congestion.png
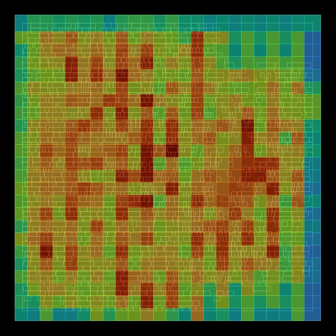
detail.png
Window x 29 to 54, y 113 to 138 um. Cells in gray, sequential cells in the stronger gray; small squares are vias.
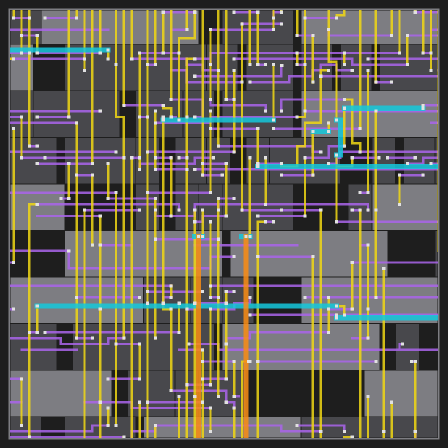
layer_met1.png
Drawn at 3 px/um.
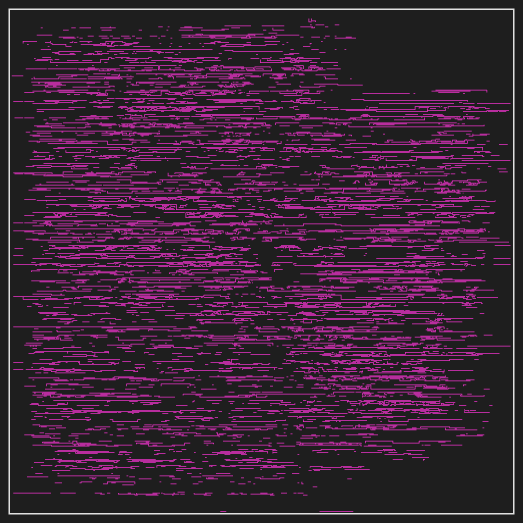
<file path="config.mk">
export PLATFORM = sky130hd
export DESIGN_NAME = cnn_inference_ctrl
export DESIGN_NICKNAME = d
export VERILOG_FILES = /design/src/rtl/cnn_pkg.sv /design/src/rtl/cnn_argmax_seq.sv /design/src/rtl/cnn_inference_ctrl.sv
export SDC_FILE = /design/constraint.sdc
export NUM_CORES = 1
export LEC_CHECK = 0
export CAP_MARGIN = 20
export CORE_MARGIN = 4
export CORE_UTILIZATION = 56
export CTS_BUF_LIST = sky130_fd_sc_hd__clkbuf_2 sky130_fd_sc_hd__clkbuf_4 sky130_fd_sc_hd__clkbuf_8
export DETAILED_ROUTE_END_ITERATION = 7
export PLACE_DENSITY = 0.83
export SLEW_MARGIN = 20
export SYNTH_ARGS = -nofsm -noshare
export SYNTH_HDL_FRONTEND = slang
export SYNTH_HIERARCHICAL = 1
export SYNTH_SLANG_ARGS = --single-unit
</file>
<file path="constraint.sdc">
create_clock -name clk -period 8.1 [get_ports clk]
set_clock_uncertainty 0.1 [all_clocks]
set_input_delay 2.025 -clock clk [delete_from_list [all_inputs] [get_ports clk]]
set_output_delay 2.025 -clock clk [all_outputs]
set_load 0.05 [all_outputs]
</file>
<file path="src/rtl/cnn_pkg.sv">
// Shared constants and controller state encoding for the CNN inference host logic.
package cnn_pkg;
    localparam int DATA_WIDTH  = 16;
    localparam int FRAC_WIDTH  = 8;
    localparam int NUM_CLASSES = 10;
    localparam int CLASS_W     = 4;

    typedef enum logic [2:0] {
        IDLE,
        START,
        WAIT,
        SCAN,
        HOLD
    } ctrl_state_t;
endpackage

</file>
<file path="src/rtl/cnn_argmax_seq.sv">
// Snapshot of the accelerator scores plus a one-entry-per-cycle signed argmax scan.
module cnn_argmax_seq #(
    parameter int DATA_WIDTH  = cnn_pkg::DATA_WIDTH,
    parameter int NUM_CLASSES = cnn_pkg::NUM_CLASSES
) (
    input  logic                              clk,
    input  logic                              reset,
    input  logic                              load,
    input  logic                              step,
    input  logic [NUM_CLASSES*DATA_WIDTH-1:0] predictions,
    output logic                              last,
    output logic [3:0]                        best_idx,
    output logic signed [DATA_WIDTH-1:0]      best_val
);
    import cnn_pkg::*;

    localparam logic [3:0] LAST_IDX = 4'(NUM_CLASSES - 1);

    logic signed [DATA_WIDTH-1:0] pred_word [NUM_CLASSES];
    logic signed [DATA_WIDTH-1:0] snap_reg  [NUM_CLASSES];
    logic [3:0]                   scan_idx_reg;
    logic [3:0]                   best_idx_reg;
    logic signed [DATA_WIDTH-1:0] best_val_reg;
    logic signed [DATA_WIDTH-1:0] cand;
    logic                         take;

    genvar gi;
    generate
        for (gi = 0; gi < NUM_CLASSES; gi++) begin : g_unpack
            assign pred_word[gi] = predictions[gi*DATA_WIDTH +: DATA_WIDTH];
        end
    endgenerate

    // Outputs already merge the entry under the scan pointer, so the parent can
    // capture the final winner on the same edge that steps the last index.
    assign cand     = snap_reg[scan_idx_reg];
    assign take     = cand > best_val_reg;
    assign best_idx = take ? scan_idx_reg : best_idx_reg;
    assign best_val = take ? cand : best_val_reg;
    assign last     = (scan_idx_reg == LAST_IDX);

    always_ff @(posedge clk or posedge reset) begin
        if (reset) begin
            for (int i = 0; i < NUM_CLASSES; i++) begin
                snap_reg[i] <= '0;
            end
            scan_idx_reg <= '0;
            best_idx_reg <= '0;
            best_val_reg <= '0;
        end else if (load) begin
            for (int i = 0; i < NUM_CLASSES; i++) begin
                snap_reg[i] <= pred_word[i];
            end
            scan_idx_reg <= 4'd1;
            best_idx_reg <= '0;
            best_val_reg <= pred_word[0];
        end else if (step) begin
            best_idx_reg <= best_idx;
            best_val_reg <= best_val;
            if (!last) begin
                scan_idx_reg <= scan_idx_reg + 4'd1;
            end
        end
    end
endmodule

</file>
<file path="src/rtl/cnn_inference_ctrl.sv">
// Host-side request controller: start pulse, bounded wait for done, argmax scan,
// and a valid/ready result port carrying class, score, timeout flag and latency.
module cnn_inference_ctrl #(
    parameter int DATA_WIDTH     = cnn_pkg::DATA_WIDTH,
    parameter int NUM_CLASSES    = cnn_pkg::NUM_CLASSES,
    parameter int TIMEOUT_CYCLES = 4096
) (
    input  logic                              clk,
    input  logic                              reset,
    input  logic                              req_valid,
    output logic                              req_ready,
    output logic                              acc_start,
    input  logic                              acc_done,
    input  logic [NUM_CLASSES*DATA_WIDTH-1:0] acc_predictions,
    output logic                              result_valid,
    input  logic                              result_ready,
    output logic [3:0]                        result_class,
    output logic signed [DATA_WIDTH-1:0]      result_score,
    output logic                              result_timeout,
    output logic [31:0]                       result_latency
);
    import cnn_pkg::*;

    localparam logic [31:0] TIMEOUT_LIMIT = 32'(TIMEOUT_CYCLES);

    ctrl_state_t                  state_reg;
    logic [31:0]                  lat_cnt_reg;
    logic [31:0]                  lat_inc;
    logic                         scan_load;
    logic                         scan_step;
    logic                         scan_last;
    logic [3:0]                   scan_best_idx;
    logic signed [DATA_WIDTH-1:0] scan_best_val;

    // Held low for as long as reset is asserted, not just until the next edge.
    assign req_ready = (state_reg == IDLE) && !reset;
    assign lat_inc   = (lat_cnt_reg == '1) ? lat_cnt_reg : lat_cnt_reg + 32'd1;
    assign scan_load = (state_reg == WAIT) && acc_done;
    assign scan_step = (state_reg == SCAN);

    cnn_argmax_seq #(
        .DATA_WIDTH  (DATA_WIDTH),
        .NUM_CLASSES (NUM_CLASSES)
    ) u_argmax (
        .clk         (clk),
        .reset       (reset),
        .load        (scan_load),
        .step        (scan_step),
        .predictions (acc_predictions),
        .last        (scan_last),
        .best_idx    (scan_best_idx),
        .best_val    (scan_best_val)
    );

    always_ff @(posedge clk or posedge reset) begin
        if (reset) begin
            state_reg      <= IDLE;
            lat_cnt_reg    <= '0;
            acc_start      <= 1'b0;
            result_valid   <= 1'b0;
            result_class   <= '0;
            result_score   <= '0;
            result_timeout <= 1'b0;
            result_latency <= '0;
        end else begin
            acc_start <= 1'b0;
            case (state_reg)
                IDLE: begin
                    if (req_valid) begin
                        acc_start <= 1'b1;
                        state_reg <= START;
                    end
                end
                START: begin
                    lat_cnt_reg    <= '0;
                    result_timeout <= 1'b0;
                    state_reg      <= WAIT;
                end
                WAIT: begin
                    lat_cnt_reg <= lat_inc;
                    // Done is checked first so it wins a same-cycle timeout.
                    if (acc_done) begin
                        state_reg <= SCAN;
                    end else if (lat_inc == TIMEOUT_LIMIT) begin
                        result_valid   <= 1'b1;
                        result_timeout <= 1'b1;
                        result_class   <= '0;
                        result_score   <= '0;
                        result_latency <= lat_inc;
                        state_reg      <= HOLD;
                    end
                end
                SCAN: begin
                    if (scan_last) begin
                        result_valid   <= 1'b1;
                        result_class   <= scan_best_idx;
                        result_score   <= scan_best_val;
                        result_latency <= lat_cnt_reg;
                        state_reg      <= HOLD;
                    end
                end
                HOLD: begin
                    if (result_ready) begin
                        result_valid <= 1'b0;
                        state_reg    <= IDLE;
                    end
                end
                default: state_reg <= IDLE;
            endcase
        end
    end
endmodule

</file>
==> flow_summary.ini <==
; synthesis and place-and-route metrics
[floorplanning]
std_cell_rows = 58
chipArea_sq_um = 28100
boundaryPins = 221

[routing]
wl_um = 38400
vias = 10900
wl_met2_um = 18800
drt-met1-wl_um = 15200
met3_length_um = 3060
final_antenna_net_count = 0
wl_per_cell_um = 21.0
drt-initial-drc-count = 913

[job]
drv_cap = 0
openroad.warnings = 33

[global_routing]
grt_pass1_wl_um = 60700

[yosys]
yosysCellCount = 1279
edf_count = 0
synthTopCellsByArea = dfrtp_1 (48%), mux2_2 (13%), mux4_2 (5.0%)
most_common_cell = dfrtp_1
ys_sh_simple_pct = 14.5
ys_sh_xor_pct = 1.53
ys_warn_count = 6
top_area_share_pct = 48.0
synthTopCellsByCount = dfrtp_1 (274), nand2_1 (167), mux2_2 (162)
ys_ff = 274
synth_cells = 1279

[critical_path]
critical_path_arrival_ns = 3.65
cpMaxStageDelayCell = clkdlybuf4s50_1
cp.required_ns = 5.98
critPathBufInv = 2
cpMostUsedCell = clkdlybuf4s50_1
critPathTopFamily = buffers and inverters
crit_fanout = 3

[final_layout]
drive_gt1_share_pct = 23.2
final_cells = 1827
largest_register_ff_count = 160

[clock_network]
cts-root-buf = clkbuf_8
cts_tree = done
cts_max_level = 2
path_clk_slew_ns = 0.06

[final_timing]
tns_ns = 0
setup_viol = 0
fin_crit_ns = 5.78

[placed_design]
dp_worst_setup_slack_ns = 2.36

[min_path]
worstHoldPathType = reg -> reg

[pwr]
vdd_drop_max_mv = 0.312

[run_status]
outcome = completed
Notes on congestion.png above:
met1 Use GR: 35.6%
fin util: 70.0%

Notes on detail.png above:
- cyan: metal 3
- purple: metal 1
- yellow: metal 2
- orange: metal 4
- sequential cells in the window: 9
- cells with their middle in the window: 42
- most frequent: dfrtp_1 (9)
- netlist names of flops here include: `u_argmax/snap_reg` (9)

Notes on layer_met1.png above:
- nets with wire on the layer: 1488
- main direction: horizontal
- wire length on this layer: 15200 um
- longest straight run: 54.3 um
- share of all routed wire: 40%

==> layout make-up <==
cell class                 count  area [sq um]  share of cell area (%)
tap                          330           413                    2.35
clock buffer                  72           903                    5.14
timing repair buffer         232          2310                    13.1
sequential                   274          6860                    39.0
clock inverter                11           116                   0.662
antenna                        1          2.50                  0.0142
inverter                      43           170                   0.968
multi-input combinational    864          6800                    38.7
==> final timing paths <==
check	startpoint	end	slack, ns	depth (start not counted)
max reg2reg	u_argmax/scan_idx_reg[3]	result_class[2]	2.46	13
min reg2reg	result_valid	result_valid	0.38	1
min	result_valid	result_valid	0.38	1
max in group asynchronous	reset	u_argmax/snap_reg[75]	4.45	3
min in group asynchronous	reset	u_argmax/scan_idx_reg[3]	2.02	2
max	reset	req_ready	2.32	3
==> cell usage in the layout, fill, tap and decap left out, types with 4 or more instances in the layout <==
cell,netlist,layout
a21oi_1,39,39
a22oi_1,16,16
a31oi_1,19,19
and3_1,14,13
and3b_1,8,8
and4_1,9,9
buf_4,6,10
clkbuf_4,0,14
clkbuf_8,0,58
clkdlybuf4s50_1,0,220
clkinv_2,0,7
dfrtp_1,274,272
ha_1,19,19
inv_1,42,40
mux2_2,162,162
mux2_4,27,27
mux2i_1,4,4
mux4_2,32,32
nand2_1,167,167
nand2b_1,8,8
nand3_1,36,36
nand4_1,23,23
nor2_1,43,42
nor3_1,23,23
nor4_1,21,21
o211ai_1,4,4
o21ai_0,61,61
o21ai_1,9,9
o31ai_1,32,32
or3_1,5,5
xnor2_1,17,17
xor2_1,8,8
==> power by group <==
group | switching [mW] | total, mW | internal (mW)
registers | 0.457 | 2.43 | 1.97
logic | 2.11 | 3.96 | 1.85
clock network | 0.556 | 1.33 | 0.775
total | 3.12 | 7.72 | 4.59
Power and IR drop assume default switching activity.
